## src/rtl/clock_hms_cfg_if.sv

```systemverilog
// Button-pulse inputs, display-mode select and BCD/enable outputs of the
// configurable HH:MM:SS clock, bundled for connection to its top level.
interface clock_hms_cfg_if;
  logic       mode;
  logic       select;
  logic       adjust;
  logic       h12;
  logic [3:0] sec_ones;
  logic [2:0] sec_tens;
  logic [3:0] min_ones;
  logic [2:0] min_tens;
  logic [3:0] hour_ones;
  logic [1:0] hour_tens;
  logic       pm;
  logic       sec_on;
  logic       min_on;
  logic       hour_on;
  logic       en1hz;

  modport master (
    output mode, select, adjust, h12,
    input  sec_ones, sec_tens, min_ones, min_tens, hour_ones, hour_tens,
    input  pm, sec_on, min_on, hour_on, en1hz
  );

  modport slave (
    input  mode, select, adjust, h12,
    output sec_ones, sec_tens, min_ones, min_tens, hour_ones, hour_tens,
    output pm, sec_on, min_on, hour_on, en1hz
  );
endinterface

```

## src/rtl/clock_hms_cfg.sv

```systemverilog
// BCD HH:MM:SS clock with set-mode FSM, 12/24-hour hour display, AM/PM flag,
// self-derived 1 Hz tick and blinking enable for the field being set.
module clock_hms_cfg #(
  parameter int CLK_HZ   = 50_000_000,
  parameter int BLINK_HZ = 2
) (
  input  logic           clk,
  input  logic           n_rst,
  clock_hms_cfg_if.slave bus
);
  localparam int CW = (CLK_HZ > 1) ? $clog2(CLK_HZ) : 1;
  localparam int BP = CLK_HZ / BLINK_HZ;
  localparam int BW = (BP > 1) ? $clog2(BP) : 1;
  localparam logic [CW-1:0] CNT_MAX  = CW'(CLK_HZ - 1);
  localparam logic [BW-1:0] BLK_MAX  = BW'(BP - 1);
  localparam logic [BW-1:0] BLK_HALF = BW'(BP / 2);

  typedef enum logic [1:0] {
    RUN      = 2'd0,
    SET_SEC  = 2'd1,
    SET_MIN  = 2'd2,
    SET_HOUR = 2'd3
  } state_e;

  state_e        state_q, state_d;
  logic [CW-1:0] cnt_q, cnt_d;
  logic [BW-1:0] blk_q, blk_d;
  // Fields are packed BCD: {tens, ones}
  logic [6:0]    sec_q, sec_d;
  logic [6:0]    min_q, min_d;
  logic [5:0]    hour_q, hour_d;

  logic          tick_s;
  logic          blink_s;
  logic [31:0]   cnt32_s;
  logic          pm_s;
  logic [1:0]    disp_tens_s;
  logic [3:0]    disp_ones_s;

  function automatic logic [6:0] inc_bcd60(input logic [6:0] v);
    logic [6:0] r;
    if (v[3:0] == 4'd9) begin
      if (v[6:4] == 3'd5) begin
        r = 7'd0;
      end else begin
        r = {v[6:4] + 3'd1, 4'd0};
      end
    end else begin
      r = {v[6:4], v[3:0] + 4'd1};
    end
    return r;
  endfunction

  function automatic logic [5:0] inc_bcd24(input logic [5:0] v);
    logic [5:0] r;
    if (v == 6'h23) begin
      r = 6'd0;
    end else if (v[3:0] == 4'd9) begin
      r = {v[5:4] + 2'd1, 4'd0};
    end else begin
      r = {v[5:4], v[3:0] + 4'd1};
    end
    return r;
  endfunction

  assign tick_s  = (state_q == RUN) && (cnt_q == CNT_MAX);
  assign cnt32_s = 32'(cnt_q);
  // In set mode the divider is parked, so the blink phase comes from its own counter
  assign blink_s = (state_q == RUN) ? ((cnt32_s % 32'(BP)) < 32'(BP / 2))
                                    : (blk_q < BLK_HALF);

  // Next-state: FSM transitions, divider, blink phase and time fields
  always_comb begin
    state_d = state_q;
    cnt_d   = cnt_q;
    blk_d   = blk_q;
    sec_d   = sec_q;
    min_d   = min_q;
    hour_d  = hour_q;
    case (state_q)
      RUN: begin
        if (bus.mode) begin
          state_d = SET_SEC;
          cnt_d   = '0;
        end else if (tick_s) begin
          cnt_d = '0;
        end else begin
          cnt_d = cnt_q + {{(CW-1){1'b0}}, 1'b1};
        end
        if (tick_s) begin
          sec_d = inc_bcd60(sec_q);
          if (sec_q == 7'h59) begin
            min_d = inc_bcd60(min_q);
            if (min_q == 7'h59) begin
              hour_d = inc_bcd24(hour_q);
            end else begin
              hour_d = hour_q;
            end
          end else begin
            min_d = min_q;
          end
        end else begin
          sec_d = sec_q;
        end
      end
      SET_SEC, SET_MIN, SET_HOUR: begin
        cnt_d = '0;
        if (bus.mode) begin
          state_d = RUN;
        end else if (bus.select) begin
          case (state_q)
            SET_SEC: state_d = SET_MIN;
            SET_MIN: state_d = SET_HOUR;
            default: state_d = SET_SEC;
          endcase
        end else if (bus.adjust) begin
          case (state_q)
            SET_SEC:  sec_d  = inc_bcd60(sec_q);
            SET_MIN:  min_d  = inc_bcd60(min_q);
            SET_HOUR: hour_d = inc_bcd24(hour_q);
            default:  sec_d  = sec_q;
          endcase
        end else begin
          state_d = state_q;
        end
      end
      default: begin
        state_d = RUN;
        cnt_d   = '0;
      end
    endcase
    if (state_d != state_q) begin
      blk_d = '0;
    end else if (blk_q == BLK_MAX) begin
      blk_d = '0;
    end else begin
      blk_d = blk_q + {{(BW-1){1'b0}}, 1'b1};
    end
  end

  // 24h -> 12h hour mapping done on BCD digits directly
  always_comb begin
    pm_s        = (hour_q[5:4] == 2'd2) ||
                  ((hour_q[5:4] == 2'd1) && (hour_q[3:0] >= 4'd2));
    disp_tens_s = hour_q[5:4];
    disp_ones_s = hour_q[3:0];
    if (bus.h12) begin
      case (hour_q[5:4])
        2'd0: begin
          if (hour_q[3:0] == 4'd0) begin
            disp_tens_s = 2'd1;
            disp_ones_s = 4'd2;
          end else begin
            disp_ones_s = hour_q[3:0];
          end
        end
        2'd1: begin
          if (hour_q[3:0] >= 4'd3) begin
            disp_tens_s = 2'd0;
            disp_ones_s = hour_q[3:0] - 4'd2;
          end else begin
            disp_ones_s = hour_q[3:0];
          end
        end
        2'd2: begin
          if (hour_q[3:0] <= 4'd1) begin
            disp_tens_s = 2'd0;
            disp_ones_s = hour_q[3:0] + 4'd8;
          end else begin
            disp_tens_s = 2'd1;
            disp_ones_s = hour_q[3:0] - 4'd2;
          end
        end
        default: begin
          disp_tens_s = hour_q[5:4];
          disp_ones_s = hour_q[3:0];
        end
      endcase
    end else begin
      disp_tens_s = hour_q[5:4];
    end
  end

  // State, divider, blink phase and time registers
  always_ff @(posedge clk or negedge n_rst) begin
    if (!n_rst) begin
      state_q <= RUN;
      cnt_q   <= '0;
      blk_q   <= '0;
      sec_q   <= 7'd0;
      min_q   <= 7'd0;
      hour_q  <= 6'd0;
    end else begin
      state_q <= state_d;
      cnt_q   <= cnt_d;
      blk_q   <= blk_d;
      sec_q   <= sec_d;
      min_q   <= min_d;
      hour_q  <= hour_d;
    end
  end

  assign bus.sec_ones  = sec_q[3:0];
  assign bus.sec_tens  = sec_q[6:4];
  assign bus.min_ones  = min_q[3:0];
  assign bus.min_tens  = min_q[6:4];
  assign bus.hour_ones = disp_ones_s;
  assign bus.hour_tens = disp_tens_s;
  assign bus.pm        = pm_s;
  assign bus.sec_on    = (state_q != SET_SEC)  | blink_s;
  assign bus.min_on    = (state_q != SET_MIN)  | blink_s;
  assign bus.hour_on   = (state_q != SET_HOUR) | blink_s;
  assign bus.en1hz     = tick_s;
endmodule

```

## src/flat_wrapper.sv

```systemverilog
// flat-port wrapper written by rule: the top's interface ports become plain ports
module clock_hms_cfg_flat 
#(
  parameter int CLK_HZ   = 50_000_000,
  parameter int BLINK_HZ = 2
)
  (clk, n_rst, bus_mode, bus_select, bus_adjust, bus_h12, bus_sec_ones, bus_sec_tens, bus_min_ones, bus_min_tens, bus_hour_ones, bus_hour_tens, bus_pm, bus_sec_on, bus_min_on, bus_hour_on, bus_en1hz);
  clock_hms_cfg_if bus_i ();
  input  logic clk;
  input  logic n_rst;
  input wire logic [$bits(bus_i.mode)-1:0] bus_mode;
  input wire logic [$bits(bus_i.select)-1:0] bus_select;
  input wire logic [$bits(bus_i.adjust)-1:0] bus_adjust;
  input wire logic [$bits(bus_i.h12)-1:0] bus_h12;
  output wire logic [$bits(bus_i.sec_ones)-1:0] bus_sec_ones;
  output wire logic [$bits(bus_i.sec_tens)-1:0] bus_sec_tens;
  output wire logic [$bits(bus_i.min_ones)-1:0] bus_min_ones;
  output wire logic [$bits(bus_i.min_tens)-1:0] bus_min_tens;
  output wire logic [$bits(bus_i.hour_ones)-1:0] bus_hour_ones;
  output wire logic [$bits(bus_i.hour_tens)-1:0] bus_hour_tens;
  output wire logic [$bits(bus_i.pm)-1:0] bus_pm;
  output wire logic [$bits(bus_i.sec_on)-1:0] bus_sec_on;
  output wire logic [$bits(bus_i.min_on)-1:0] bus_min_on;
  output wire logic [$bits(bus_i.hour_on)-1:0] bus_hour_on;
  output wire logic [$bits(bus_i.en1hz)-1:0] bus_en1hz;
  assign bus_i.mode = bus_mode;
  assign bus_i.select = bus_select;
  assign bus_i.adjust = bus_adjust;
  assign bus_i.h12 = bus_h12;
  assign bus_sec_ones = bus_i.sec_ones;
  assign bus_sec_tens = bus_i.sec_tens;
  assign bus_min_ones = bus_i.min_ones;
  assign bus_min_tens = bus_i.min_tens;
  assign bus_hour_ones = bus_i.hour_ones;
  assign bus_hour_tens = bus_i.hour_tens;
  assign bus_pm = bus_i.pm;
  assign bus_sec_on = bus_i.sec_on;
  assign bus_min_on = bus_i.min_on;
  assign bus_hour_on = bus_i.hour_on;
  assign bus_en1hz = bus_i.en1hz;
  clock_hms_cfg #(.CLK_HZ(CLK_HZ), .BLINK_HZ(BLINK_HZ)) u_core (.clk(clk), .n_rst(n_rst), .bus(bus_i));
endmodule
```

## config.mk

```make
export PLATFORM = sky130hd
export DESIGN_NAME = clock_hms_cfg_flat
export DESIGN_NICKNAME = d
export VERILOG_FILES = /design/src/rtl/clock_hms_cfg_if.sv /design/src/rtl/clock_hms_cfg.sv /design/src/flat_wrapper.sv
export SDC_FILE = /design/constraint.sdc
export NUM_CORES = 1
export LEC_CHECK = 0
export ABC_AREA = 1
export CELL_PAD_IN_SITES_DETAIL_PLACEMENT = 1
export CELL_PAD_IN_SITES_GLOBAL_PLACEMENT = 2
export CORE_MARGIN = 1.5
export CORE_UTILIZATION = 34
export DETAILED_ROUTE_END_ITERATION = 8
export PLACE_DENSITY_LB_ADDON = 0.1
export SYNTH_ARGS = -nofsm -noshare
export SYNTH_HDL_FRONTEND = slang
export SYNTH_SLANG_ARGS = --single-unit
```

## constraint.sdc

```tcl
create_clock -name clk -period 4.16 [get_ports clk]
set_clock_uncertainty 0.1 [all_clocks]
set_input_delay 1.248 -clock clk [delete_from_list [all_inputs] [get_ports clk]]
set_output_delay 1.248 -clock clk [all_outputs]
set_load 0.01 [all_outputs]
```

### M1 wires

(4 px per um) Supply wires on this layer in grey.
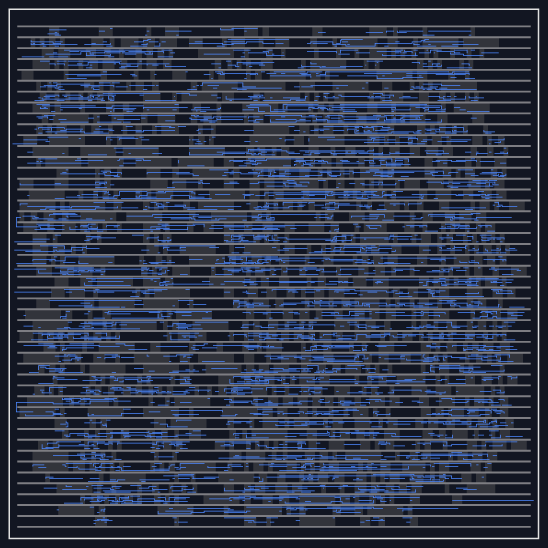
- nets with wire on the layer: 1,011
- share of all routed wire: 42%
- longest straight run: 56.1 um
- main direction: horizontal
via count of the routed design: 6,318
met1 track utilization from global routing: 26.5%

### Met2 routing

(4 px per um)
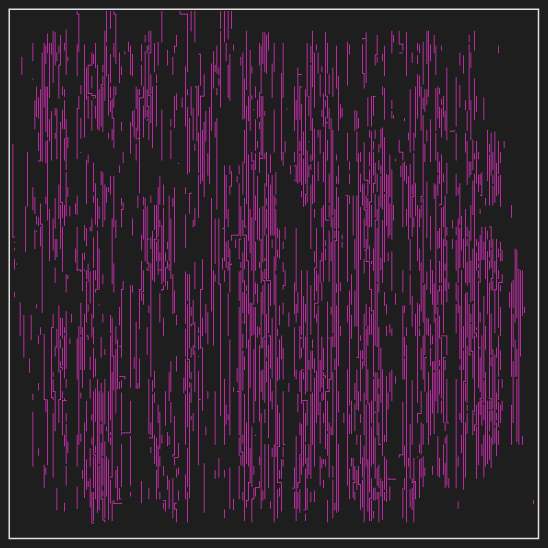
- wire length on this layer: 10,700 um
- nets with wire on the layer: 964
- main direction: vertical
- share of all routed wire: 54%
- longest straight run: 51.7 um
Post-Route WL: 20,000 um
met2 layer usage reported by global route: 43.3%

### Signal wires on met3

(4 px per um)
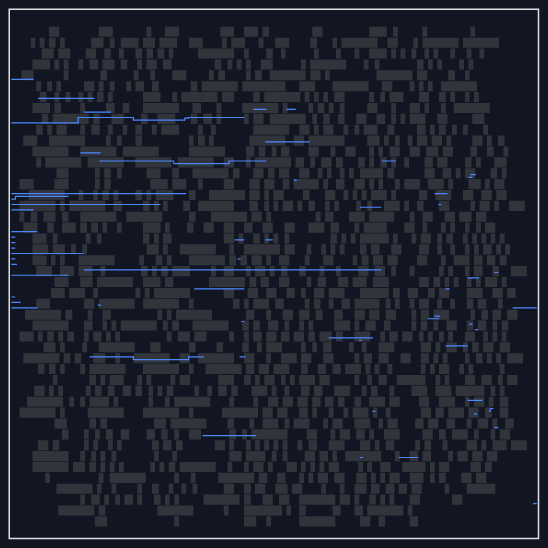
- nets with wire on the layer: 39
- share of all routed wire: 2.5%
- longest straight run: 74.1 um
- main direction: horizontal
met3 usage in global routing: 3.73%

### M4 wires

(3 px per um) Supply wires on this layer in grey.
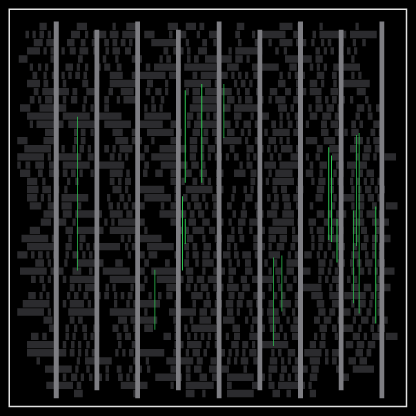
- longest straight run: 59.8 um
- share of all routed wire: 2.4%
- main direction: vertical
- nets with wire on the layer: 14

### Track usage over the die

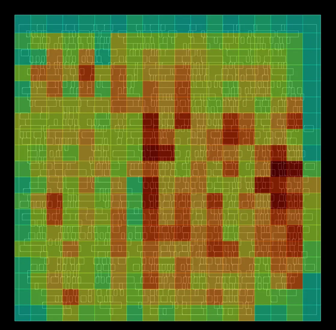
drt wl/cell: 15.8 um
Core Util, Final: 49.9%
global routing's busiest layer: met2
Overall Global Routing Usage: 23.2%

==> notes.org <==
#+TITLE: Flow metrics

** Run status
- Run status :: finished, violations left
- The final reports fail on negative setup slack.

** Critical path
- Signal arrival time at the worst endpoint :: 3410 ps
- Crit Path Class :: reg -> out
- For this design, the slowest cell found on the critical path is dfrtp_2.

** Synthesis
- Most frequent cell after synthesis :: nand2_1
- Synthesized area per cell :: roughly 6.6 um2
- Part of the Yosys area used for sequential elements :: 32.3%
- In this run, the synthesized area fraction spent on xor and xnor cells is recorded as 4.16%.
- The synthesized design devotes to its leading area cell type 32.3% of total area.
- The cell count after synthesis came out at 858.

** Power and ir drop
- Worst IR drop on VDD :: 0.354 mV
- The sequential power reported by the tool is 0.000931 W.
- Clock network fraction of total power :: slightly below 30%
- Biggest power consumer among the groups :: registers

** Final layout
- Area overhead of the layout relative to synthesis :: 41.8%
- The count of cells in the finished layout, fillers not included, comes to 1,267.
- Clock-cell share of area :: 3.70%
- In the final layout, the multi-input gates occupy 0.00358 mm2.
- Fraction of standard cell area that is sequential :: 22.8%
- The top cell type in the final layout, fill and taps aside, is nand2_1.

** STA
- Final hold viol count :: 0
- Worst-case headroom to the max-slew limit :: 52.9%
- Across all setup checks in the final design, the least slack found is -598 ps.
- In the final report, the number of endpoints failing setup comes to 3.

** Global routing
- Largest net degree at the start of global routing :: 39
- The first global-routing pass estimated 32,900 um of wire.

** Clock tree
- Sinks on Clock Net :: approximately 73
- # hold bufs at CTS :: 0
- Clock tree synthesis selected as its root buffer the cell clkbuf_16.

** Hold path
- Worst hold-check path type :: reg -> reg

** Detailed routing
- Iter 0 DRT Violations :: 217
No activity file was given, so power comes from the tool's default toggle rates.
